==> run_1/cell_classes.png <==
Scale bar: 20 µm.
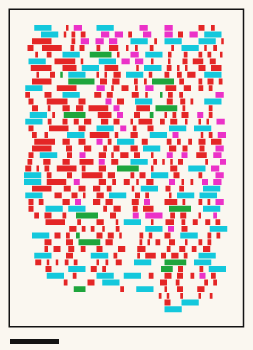
==> run_1/drive_strength.png <==
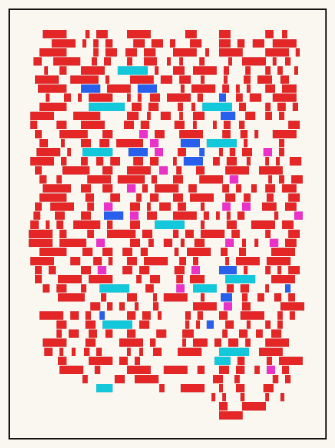
==> run_1/wire_density.png <==
Scale bar: 20 µm. 19 x 26 tiles, from dark purple (low) to yellow (high), scaled to the fullest tile. Values are wire area over tile area, all layers added.
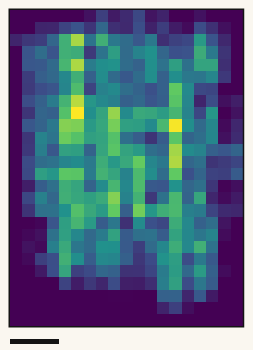
<file path="config.mk">
export PLATFORM = sky130hd
export DESIGN_NAME = rgmii_rx_deframer
export DESIGN_NICKNAME = d
export VERILOG_FILES = /design/src/rtl/rgmii_rx_deframer.sv
export SDC_FILE = /design/constraint.sdc
export NUM_CORES = 1
export LEC_CHECK = 0
export CAP_MARGIN = 20
export CELL_PAD_IN_SITES_DETAIL_PLACEMENT = 2
export CELL_PAD_IN_SITES_GLOBAL_PLACEMENT = 2
export CORE_ASPECT_RATIO = 1.4
export CORE_MARGIN = 5
export CORE_UTILIZATION = 37
export DETAILED_ROUTE_END_ITERATION = 16
export PLACE_DENSITY_LB_ADDON = 0.25
export SLEW_MARGIN = 10
export SYNTH_ARGS = -nofsm -noshare
export SYNTH_HDL_FRONTEND = slang
export SYNTH_SLANG_ARGS = --single-unit
</file>
<file path="constraint.sdc">
create_clock -name clock -period 3.2 [get_ports clock]
set_input_delay 0.64 -clock clock [delete_from_list [all_inputs] [get_ports clock]]
set_output_delay 0.64 -clock clock [all_outputs]
set_load 0.02 [all_outputs]
</file>
<file path="src/rtl/rgmii_rx_deframer.sv">
// rgmii_rx_deframer
// Receive-side RGMII deframer. Takes nibbles and RX_CTL already captured on
// both edges by an external DDR input register (125 MHz receive domain), finds
// preamble/SFD, rebuilds payload bytes, checks the Ethernet CRC-32 and frame
// length, and presents a byte stream with frame-boundary/status strobes.
//
// Ports:
//   clock        125 MHz receive clock, rising-edge domain
//   reset        synchronous, active-high reset
//   rx_nib_h     nibble captured on rising edge  (byte bits 3:0)
//   rx_nib_l     nibble captured on falling edge (byte bits 7:4)
//   rx_ctl_h     RX_CTL at rising edge  (= RX_DV)
//   rx_ctl_l     RX_CTL at falling edge (= RX_DV xor RX_ER)
//   data         received byte, FCS bytes included
//   data_valid   data holds a post-SFD frame byte this cycle
//   frame_start  pulse with the first post-SFD byte
//   frame_end    pulse after the last byte; status outputs valid with it
//   crc_ok       CRC residue correct; held until next frame_start
//   runt         byte count < MIN_FRAME; held until next frame_start
//   rx_error     RX_ER, bad length; held until next frame_start
//   active       high whenever the FSM is not idle
//
// The pins are registered exactly once: every output is a flop whose next
// value is computed from the raw pins and the current state, so outputs trail
// the pins by one clock.

module rgmii_rx_deframer #(
  parameter logic [3:0]  PREAMB_MIN = 4'd2,
  parameter logic [10:0] MIN_FRAME  = 11'd64,
  parameter logic [10:0] MAX_FRAME  = 11'd1522
) (
  input  logic       clock,
  input  logic       reset,
  input  logic [3:0] rx_nib_h,
  input  logic [3:0] rx_nib_l,
  input  logic       rx_ctl_h,
  input  logic       rx_ctl_l,
  output logic [7:0] data,
  output logic       data_valid,
  output logic       frame_start,
  output logic       frame_end,
  output logic       crc_ok,
  output logic       runt,
  output logic       rx_error,
  output logic       active
);

  localparam logic [31:0] CRC_POLY    = 32'hEDB88320;
  localparam logic [31:0] CRC_INIT    = 32'hFFFFFFFF;
  // Register value left after running a good frame's own FCS through the CRC.
  localparam logic [31:0] CRC_RESIDUE = 32'hDEBB20E3;

  typedef enum logic [1:0] {
    ST_IDLE     = 2'd0,
    ST_PREAMBLE = 2'd1,
    ST_PAYLOAD  = 2'd2,
    ST_DROP     = 2'd3
  } state_t;

  // One byte of reflected CRC-32, LSB first, fully combinational.
  function automatic logic [31:0] crc32_byte(input logic [31:0] crc_in,
                                             input logic [7:0]  d);
    logic [31:0] c;
    c = crc_in ^ {24'h000000, d};
    for (int i = 0; i < 8; i++) begin
      if (c[0]) begin
        c = (c >> 1) ^ CRC_POLY;
      end else begin
        c = c >> 1;
      end
    end
    return c;
  endfunction

  logic       dv_s;
  logic       er_s;
  logic [7:0] byte_s;

  state_t      state_r,    state_s;
  logic [3:0]  pre_cnt_r,  pre_cnt_s;
  logic [10:0] byte_cnt_r, byte_cnt_s;
  logic [31:0] crc_r,      crc_s;

  logic [7:0] data_r,        data_s;
  logic       data_valid_r,  data_valid_s;
  logic       frame_start_r, frame_start_s;
  logic       frame_end_r,   frame_end_s;
  logic       crc_ok_r,      crc_ok_s;
  logic       runt_r,        runt_s;
  logic       rx_error_r,    rx_error_s;
  logic       active_r,      active_s;

  assign dv_s   = rx_ctl_h;
  assign er_s   = rx_ctl_h ^ rx_ctl_l;
  assign byte_s = {rx_nib_l, rx_nib_h};

  // Next-state, counter, CRC and output computation.
  always_comb begin
    state_s       = state_r;
    pre_cnt_s     = pre_cnt_r;
    byte_cnt_s    = byte_cnt_r;
    crc_s         = crc_r;
    data_s        = data_r;
    data_valid_s  = 1'b0;
    frame_start_s = 1'b0;
    frame_end_s   = 1'b0;
    crc_ok_s      = crc_ok_r;
    runt_s        = runt_r;
    rx_error_s    = rx_error_r;

    case (state_r)
      ST_IDLE: begin
        // dv=0 with er=1 is carrier extend / in-band status: ignored here.
        if (dv_s && !er_s && (byte_s == 8'h55)) begin
          pre_cnt_s = 4'd1;
          state_s   = ST_PREAMBLE;
        end else if (dv_s) begin
          state_s = ST_DROP;
        end else begin
          state_s = ST_IDLE;
        end
      end

      ST_PREAMBLE: begin
        if (!dv_s) begin
          state_s = ST_IDLE;
        end else if (er_s) begin
          state_s = ST_DROP;
        end else if (byte_s == 8'h55) begin
          if (pre_cnt_r != 4'd15) begin
            pre_cnt_s = pre_cnt_r + 4'd1;
          end else begin
            pre_cnt_s = pre_cnt_r;
          end
        end else if ((byte_s == 8'hD5) && (pre_cnt_r >= PREAMB_MIN)) begin
          state_s    = ST_PAYLOAD;
          crc_s      = CRC_INIT;
          byte_cnt_s = 11'd0;
        end else begin
          state_s = ST_DROP;
        end
      end

      ST_PAYLOAD: begin
        if (!dv_s) begin
          // Normal end of frame. A zero-length frame lands here too and
          // reports runt with crc_ok low since crc is still the seed.
          frame_end_s = 1'b1;
          crc_ok_s    = (crc_r == CRC_RESIDUE);
          runt_s      = (byte_cnt_r < MIN_FRAME);
          state_s     = ST_IDLE;
        end else if (er_s) begin
          rx_error_s  = 1'b1;
          frame_end_s = 1'b1;
          state_s     = ST_DROP;
        end else if (byte_cnt_r >= MAX_FRAME) begin
          // Accepting this byte would exceed MAX_FRAME.
          rx_error_s  = 1'b1;
          frame_end_s = 1'b1;
          state_s     = ST_DROP;
        end else begin
          data_s       = byte_s;
          data_valid_s = 1'b1;
          crc_s        = crc32_byte(crc_r, byte_s);
          if (byte_cnt_r != 11'h7FF) begin
            byte_cnt_s = byte_cnt_r + 11'd1;
          end else begin
            byte_cnt_s = byte_cnt_r;
          end
          if (byte_cnt_r == 11'd0) begin
            frame_start_s = 1'b1;
            crc_ok_s      = 1'b0;
            runt_s        = 1'b0;
            rx_error_s    = 1'b0;
          end else begin
            frame_start_s = 1'b0;
          end
        end
      end

      ST_DROP: begin
        if (!dv_s) begin
          state_s = ST_IDLE;
        end else begin
          state_s = ST_DROP;
        end
      end

      default: begin
        state_s = ST_IDLE;
      end
    endcase

    active_s = (state_s != ST_IDLE);
  end

  // State, counters, CRC and registered outputs.
  always_ff @(posedge clock) begin
    if (reset) begin
      state_r       <= ST_IDLE;
      pre_cnt_r     <= 4'd0;
      byte_cnt_r    <= 11'd0;
      crc_r         <= CRC_INIT;
      data_r        <= 8'h00;
      data_valid_r  <= 1'b0;
      frame_start_r <= 1'b0;
      frame_end_r   <= 1'b0;
      crc_ok_r      <= 1'b0;
      runt_r        <= 1'b0;
      rx_error_r    <= 1'b0;
      active_r      <= 1'b0;
    end else begin
      state_r       <= state_s;
      pre_cnt_r     <= pre_cnt_s;
      byte_cnt_r    <= byte_cnt_s;
      crc_r         <= crc_s;
      data_r        <= data_s;
      data_valid_r  <= data_valid_s;
      frame_start_r <= frame_start_s;
      frame_end_r   <= frame_end_s;
      crc_ok_r      <= crc_ok_s;
      runt_r        <= runt_s;
      rx_error_r    <= rx_error_s;
      active_r      <= active_s;
    end
  end

  assign data        = data_r;
  assign data_valid  = data_valid_r;
  assign frame_start = frame_start_r;
  assign frame_end   = frame_end_r;
  assign crc_ok      = crc_ok_r;
  assign runt        = runt_r;
  assign rx_error    = rx_error_r;
  assign active      = active_r;

endmodule
</file>
==> Slide: Implementation Results, run 1 <==
Key Metrics from the Run

Status
  – Outcome: finished clean

Floorplanning
  – Die outline height: 128.3 µm
  – Floorplan-stage core utilization: 0.3757
  – Number of rows created at floorplan: 43
  – Chip Area: 0.01212 mm²

Detailed routing
  – Routed via count divided by cell count: 5.479
  – Met2 wire length: 6787 µm
  – Post-route DRC: 0
  – WL final: 12,040 µm
  – Antenna violation net count after detailed routing: 0
  – Wire length the detailed router placed on met1: 4516 µm

Critical path
  – Worst Reg-to-Reg Cells: 9
  – Critical Path Sink Type: flop
  – Crit path buf inv count: 4
  – Critical path launch point: rx_ctl_l
  – Total number of cells along the worst setup path: 10
  – Timing endpoint of the critical path: byte_cnt_r[4]
  – Kind of cell adding the most delay to the critical path: buffers and inverters
  – Internal reg-to-reg setup slack: 0.63 ns
  – Worst Path Required: 3.42 ns
  – CP max stage delay: 0.58 ns

Power
  – Share of total power consumed by net switching: 0.2598
  – Share of power burned in registers: 0.366
  – Comb power frac: 0.195
  – Reported net switching power: 0.5913 mW
  – Clock network power consumption: 1.00 mW
  – Leak: 1.792 nW
  – P_comb: 0.443 mW
  – Power density relative to cell area: 504.6 mW/mm²
  – Power consumed by sequential cells: 0.832 mW
  – Top power group: clock

Place
  – Last weighted congestion value of the routability-driven placer: 0.7884
  – Port Buffers: 26
  – DP Wirelength: 8611 µm

Final timing
  – Hold Fails Final Rpt: 0
  – Clock tree skew after final layout: 0.004411 ns
  – Tightest Pin Transition: 0.9021 ns
  – Max-slew headroom at the worst pin: 0.3943
  – Final hold slack: 0.4613 ns

Job
  – Tally of OpenROAD warnings: 29
  – Max_cap viols: 0

Clock network
  – Hold buffers post-CTS: 0
  – Total number of H-tree levels: 3
  – Clock input transition at the sequential cells of the worst setup and hold paths: 0.05 ns
  – Clock network latency to the later pin of the worst-skew pair: 0.33 ns
  – TritonCTS clock tree: yes
  – CTS buffer count: 9
  – Quantity of gates resized following cts: 0
  – Post-CTS setup buffer count: 0

Min path
  – Path class of the lowest-slack min-delay path: reg -> reg
  – Worst Min Path Start: data[2]

Layout
  – Area share of buffers outside the clock network: 0.09434
  – Number of clock buffer instances in the layout: 13
  – # nets final: 456
  – Share of layout cells above drive strength 1: 0.1061
  – Most flops, register: crc_r
  – Number of filler instances in the final layout: 1,063
  – Antenna Cells: 0
  – Flip-flop count of the largest register after layout: 32
  – Flip-flop and latch share of the layout cell area: 0.2841

Synthesis
  – Post-synthesis sequential element count: 64
  – Area fraction in mux cells: 0.002706
  – Synthesized instance count: 401
  – Summed standard-cell area reported by yosys: 0.003699 mm²
  – Flip-flop cell with the highest count after synthesis: sky130_fd_sc_hd__dfxtp_1
  – Mapped Nets: 419
  – Ys cells: 401
  – Share of synthesized cell area in and-or and or-and compound cells: 0.1428
  – Number of library cell types mapped by synthesis: 53
  – Seq/Total Area, Yosys: 0.3464
  – Yosys synthesis warning count: 0
  – Arithmetic-cell share of the synthesized area counting full adders, half adders and majority gates: 0.02030
  – Avg Synthesized Cell Area: 9.223 µm²
  – Combinational family with the most area after synthesis: simple AND/OR/NAND/NOR gates
  – Asr flop ratio synth: 0

Global route
  – GR met1 Demand/Resource: 0.2233
  – Pin count of the biggest net entering global routing: 38
  – Via count of the first global-routing pass: 3,527
  – Global-route wire length before repair: 19,370 µm
  – Routing layer with the top usage in global route: met2
  – Initial antenna violation count: 0
  – Met3 Resource Use GR: 0.03523
-- cell_classes.png (at the start) --
other buffers and delay cells -> magenta  # cells 47
flip-flops -> cyan  # cells 64
all other logic -> red  # cells 316
clock drivers and dummy loads -> green  # cells 16
core area: 0.009846 mm²
share of the core filled with cells: 0.4580
final instance area: 0.004509 mm²

-- drive_strength.png (at the start) --
drive 1 or less -> red  # cells 396, share 89%
drive 6 and up -> cyan  # cells 13, share 2.9%
drive 2 -> blue  # cells 14, share 3.2%
drive 3 to 4 -> magenta  # cells 20, share 4.5%
Area Overhead vs Synth: 21.92%
final worst-path setup slack: 0.4270 ns
layout buffer count excluding clock buffers: 47

-- wire_density.png (at the start) --
densest ninth of the die = center
emptiest ninth of the die = lower left
mean over tiles = 0.15

[run 1: through the flow]
| step | total power, mW | worst slack, ns | cell area [µm²] | cells | utilization |
|---|---|---|---|---|---|
| final | 2.275 | 0.4270 | 4509 | 578 | 0.4580 |
| after global routing | 2.373 | 0.2445 | 4509 | 578 | 0.4580 |
| after CTS | 2.305 | 0.4199 | 4509 | 578 | 0.4580 |
| after detailed placement | 1.294 | 0.06993 | 4209 | 562 | 0.4275 |
| after global placement | 1.272 | 0.1880 | 4209 | 562 | 0.4275 |
| after floorplan | 1.150 | 0.7347 | 3699 | 401 | - |
[run 1: placed cells by master, fill, tap and decap left out, drive strengths merged, types with 5 or more instances in the layout]
cell	synthesis	final
nand3	11	11
xnor2	38	38
or3	8	8
a21oi	19	19
o21bai	18	18
dfxtp	64	64
nor3	29	29
clkdlybuf4s50	0	25
nor4	7	7
ha	6	6
nand2	26	26
nor2	33	33
inv	9	9
o22ai	8	8
clkbuf	17	13
xor3	5	5
nand4b	6	6
xor2	8	8
buf	4	22
xnor3	12	12
o21ai	8	8
nand2b	15	15
[run 1: synth_stat cells (all sizes together) (5+ instances only)]
cell / count / share of area
dfxtp: 64 / 0.35
nor4: 7 / 0.014
nand3: 11 / 0.015
ha: 6 / 0.020
nor2: 33 / 0.033
nand2: 26 / 0.026
xor3: 5 / 0.032
o22ai: 8 / 0.014
o21bai: 18 / 0.037
clkbuf: 17 / 0.017
o21ai: 8 / 0.011
or3: 8 / 0.014
xnor2: 38 / 0.10
inv: 9 / 0.0091
xnor3: 12 / 0.073
nor3: 29 / 0.041
xor2: 8 / 0.019
a21oi: 19 / 0.026
nand2b: 15 / 0.025
nand4b: 6 / 0.014
==> run_1/port_nets.png <==
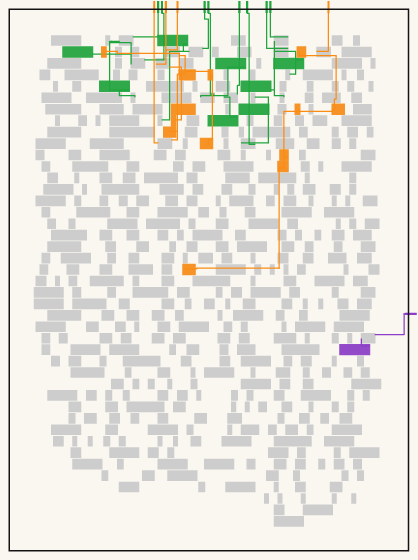

--- run 2 (diff from run 1) ---
CORE_MARGIN = default   (was 5)
CORE_UTILIZATION = 36   (was 37)
DONT_BUFFER_PORTS = 1   (was default)
clock period = 2.3 ns   (was 3.2 ns; I/O delays follow)
==> run_2/port_nets.png <==
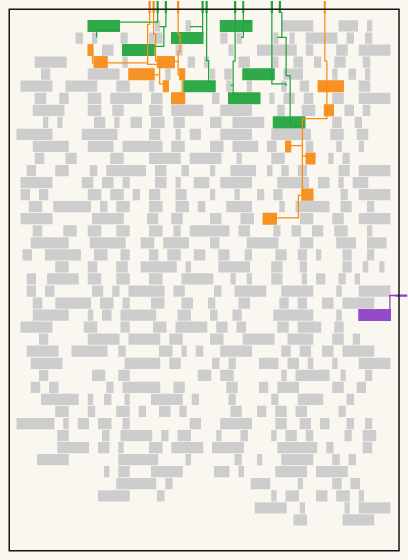
`rx_nib_l` -> orange  # bits 4, direction input, edge top, end cells 13, buffers 0, wire 151 µm
`data_valid` -> purple  # bits 1, direction output, edge right, end cells 1, buffers 0, wire 4.70 µm
`data` -> green  # bits 8, direction output, edge top, end cells 8, buffers 0, wire 143 µm
Port Buffers: 0
Top Ports: 27

==> run_2/final_congestion.png <==
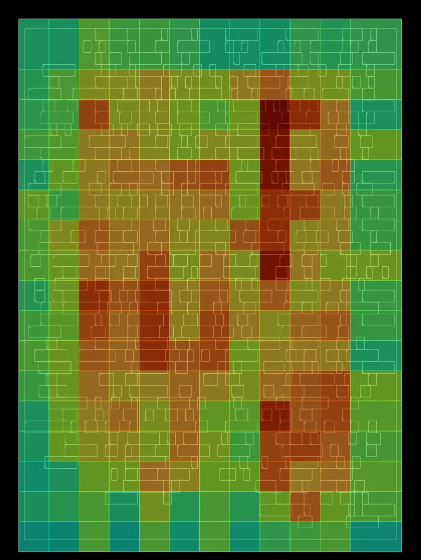
share of the core filled with cells: 0.4402
total routing resource utilization after global routing: 0.2347
GR met1 Demand/Resource: 0.2520
routing layer with the top usage in global route: met2
global-route met2 utilization: 0.4414

==> run 2 against run 1 <==
Count of clock-buffer cells in the layout fell by 1. Via count fell by 0.82%. Sequential share of layout area up 0.83 points. Combinational power is about 30% higher. Utilization shrank 1.8 points. Wire length decreased by 2.9%. Area after synthesis did not move. Critical endpoint is now byte_cnt_r[5].
==> Slide: Implementation Results, run 2 <==
Key Metrics from the Run

Status
  – Outcome: finished clean

Critical path
  – Worst Reg-to-Reg Cells: 9 (unchanged)
  – Internal reg-to-reg setup slack: 0.12 ns (-0.51 ns)
  – Cell chain of the critical path: inv_1, ha_1, o41ai_2, buf_4, nor4_4, buf_4, or2_2, or4_1, nand2_1
  – CP max stage delay: 0.52 ns (-0.06 ns)
  – Launch instance of the worst register-to-register path: pre_cnt_r[0]
  – Critical path launch point: pre_cnt_r[0]
  – Timing endpoint of the critical path: byte_cnt_r[5]
  – Worst Path Required: 2.58 ns (-0.84 ns)
  – Critical Path Sink Type: flop

Layout
  – Antenna Cells: 0 (unchanged)
  – Most common logic cell in the routed design: sky130_fd_sc_hd__dfxtp_1
  – Final cell count without fillers: 566 (-2.1%)
  – Most flops, register: crc_r
  – Flip-flop count of the largest register after layout: 32 (unchanged)
  – Final instance area: 0.004382 mm² (-2.8%)
  – # nets final: 444 (-2.6%)
  – Area Overhead vs Synth: 18.47%
  – Commonest cells after routing, fill and taps aside: 64 x sky130_fd_sc_hd__dfxtp_1, 33 x sky130_fd_sc_hd__nor2_1, 33 x sky130_fd_sc_hd__buf_4, 32 x sky130_fd_sc_hd__xnor2_1, 28 x sky130_fd_sc_hd__nor3_1
  – Share of layout cells above drive strength 1: 0.1462 (+0.04008)

Job
  – Max_cap viols: 0 (unchanged)
  – Tally of OpenROAD warnings: 29 (unchanged)

Synthesis
  – Avg Synthesized Cell Area: 9.223 µm² (unchanged)
  – Cell with the most instances after synthesis: sky130_fd_sc_hd__dfxtp_1
  – Asr flop ratio synth: 0 (unchanged)
  – Seq/Total Area, Yosys: 0.3464 (unchanged)
  – Top area cells in the synthesized netlist: sky130_fd_sc_hd__dfxtp_1 35%, sky130_fd_sc_hd__xnor2_1 7.6%, sky130_fd_sc_hd__xnor3_1 7.3%
  – Yosys synthesis warning count: 0 (unchanged)
  – Post-synthesis sequential element count: 64 (unchanged)
  – Ys cells: 401 (unchanged)
  – Most used standard cells in the synthesized netlist: 64 x sky130_fd_sc_hd__dfxtp_1, 33 x sky130_fd_sc_hd__nor2_1, 32 x sky130_fd_sc_hd__xnor2_1
  – Summed standard-cell area reported by yosys: 0.003699 mm² (unchanged)
  – Top cell type's share of synthesized area: 0.3464 (unchanged)
  – Synth area leader: sky130_fd_sc_hd__dfxtp_1
  – Mapped Nets: 419 (unchanged)
  – Synthesized instance count: 401 (unchanged)
  – Number of library cell types mapped by synthesis: 53 (unchanged)

Min path
  – Path class of the lowest-slack min-delay path: in -> reg

Detailed routing
  – WL final: 11,690 µm (-2.9%)
  – Antenna violation net count after detailed routing: 0 (unchanged)
  – Routed via count divided by cell count: 5.549 (+1.3%)
  – Post-route DRC: 0 (unchanged)

Floorplanning
  – Width of the die: 87.67 µm
  – Number of rows created at floorplan: 43 (unchanged)
  – Floorplan-stage core utilization: 0.3716 (-0.004061)
  – Chip Area: 0.01069 mm² (-12%)
  – Core area: 0.009953 mm² (+1.1%)
  – Die outline height: 121.9 µm (-5.0%)

Final timing
  – Clock tree skew after final layout: 0.005405 ns (+0.0009938 ns)
  – Hold Fails Final Rpt: 0 (unchanged)
  – Max-slew headroom at the worst pin: 0.5414 (+0.1471)
  – Tightest Pin Transition: 0.6854 ns (-0.2167 ns)
  – Final hold slack: 0.1944 ns (-0.2670 ns)
  – Final worst-path setup slack: 0.1175 ns (-0.3095 ns)

Place
  – DP Wirelength: 8448 µm (-1.9%)
  – DP Cell Count: 550 (-2.1%)
  – Last weighted congestion value of the routability-driven placer: 0.8582 (+8.9%)
  – Instance area after placement: 0.004071 mm² (-3.3%)
  – Worst setup timing slack at the placement stage: -0.03152 ns (-0.1015 ns)

Power
  – Power density relative to cell area: 682.1 mW/mm² (+35%)
  – Leak: 1.764 nW (-1.6%)

Clock network
  – Clock Root Buffer: sky130_fd_sc_hd__clkbuf_16
  – Clock network latency to the later pin of the worst-skew pair: 0.33 ns (about the same)
  – CTS buffer count: 9 (unchanged)
  – TritonCTS clock tree: yes
  – Hold buffers post-CTS: 0 (unchanged)
  – Post-CTS setup buffer count: 0 (unchanged)
  – Clock input transition at the sequential cells of the worst setup and hold paths: 0.06 ns (about the same)
  – Quantity of gates resized following cts: 1 (+1)
  – Total number of H-tree levels: 3 (unchanged)

Global route
  – Initial antenna violation count: 0 (unchanged)
  – Met3 Resource Use GR: 0.04065 (+0.005418)
  – Global-route wire length before repair: 18,510 µm (-4.4%)
  – Via count of the first global-routing pass: 3,459 (-1.9%)
  – Pin count of the biggest net entering global routing: 60 (+58%)
run 2: cell counts after synthesis:
No cell type changed its count.
run 2: power by group:
part / internal (mW) / switching [mW]
logic: 0.310 / 0.266
clock network: 0.751 / 0.497
registers: 1.13 / 0.0319
run 2: cells by family (layout without fill, tap and decap cells):
family          after synthesis  count (layout)  synth area share
xor+xnor                     63              63            0.2263
mux                           1               1          0.002706
fa+ha+maj                     6               6           0.02030
simple gates                159             159            0.2297
buf+inv                      30              60           0.03180
compound gates               78              78            0.1428
flops                        64              64            0.3464
run 2: layout make-up:
class | count | area [µm²]
repair buffers | 35 | 287.8
multi-input cells | 307 | 2344
well taps | 135 | 168.9
clock buffers | 12 | 246.5
inverters | 9 | 33.78
flip-flops and latches | 64 | 1281
fillers | 1115 | 5572
clock inverters | 4 | 20.02
run 2: per-layer routing:
layer	routed length, µm	vias up
li1	-	1487
met1	4566	1590
met2	6541	43
met3	237	21
met4	340	0
met5	0	-
run 2: worst min path at each step:
stage	endpoint	cells after the start	start	slack, ns
6_report	runt	1	reset	0.19
5_1_grt	runt	1	reset	0.19
4_1_cts	pre_cnt_r[3]	1	reset	0.19
3_5_place_dp	pre_cnt_r[3]	2	pre_cnt_r[3]	0.51
3_3_place_gp	byte_cnt_r[1]	2	byte_cnt_r[1]	0.48
2_1_floorplan	byte_cnt_r[1]	2	byte_cnt_r[1]	0.47
run 2: critical path, delay by kind of cell (launching register included):
family / cells / cell delay [ns]
and+or+nand+nor: 4 / 0.96
DFF: 1 / 0.32
buffers and inverters: 3 / 0.44
adders and majority gates: 1 / 0.21
AOI/OAI and AO/OA: 1 / 0.19
Power and IR drop assume default switching activity.
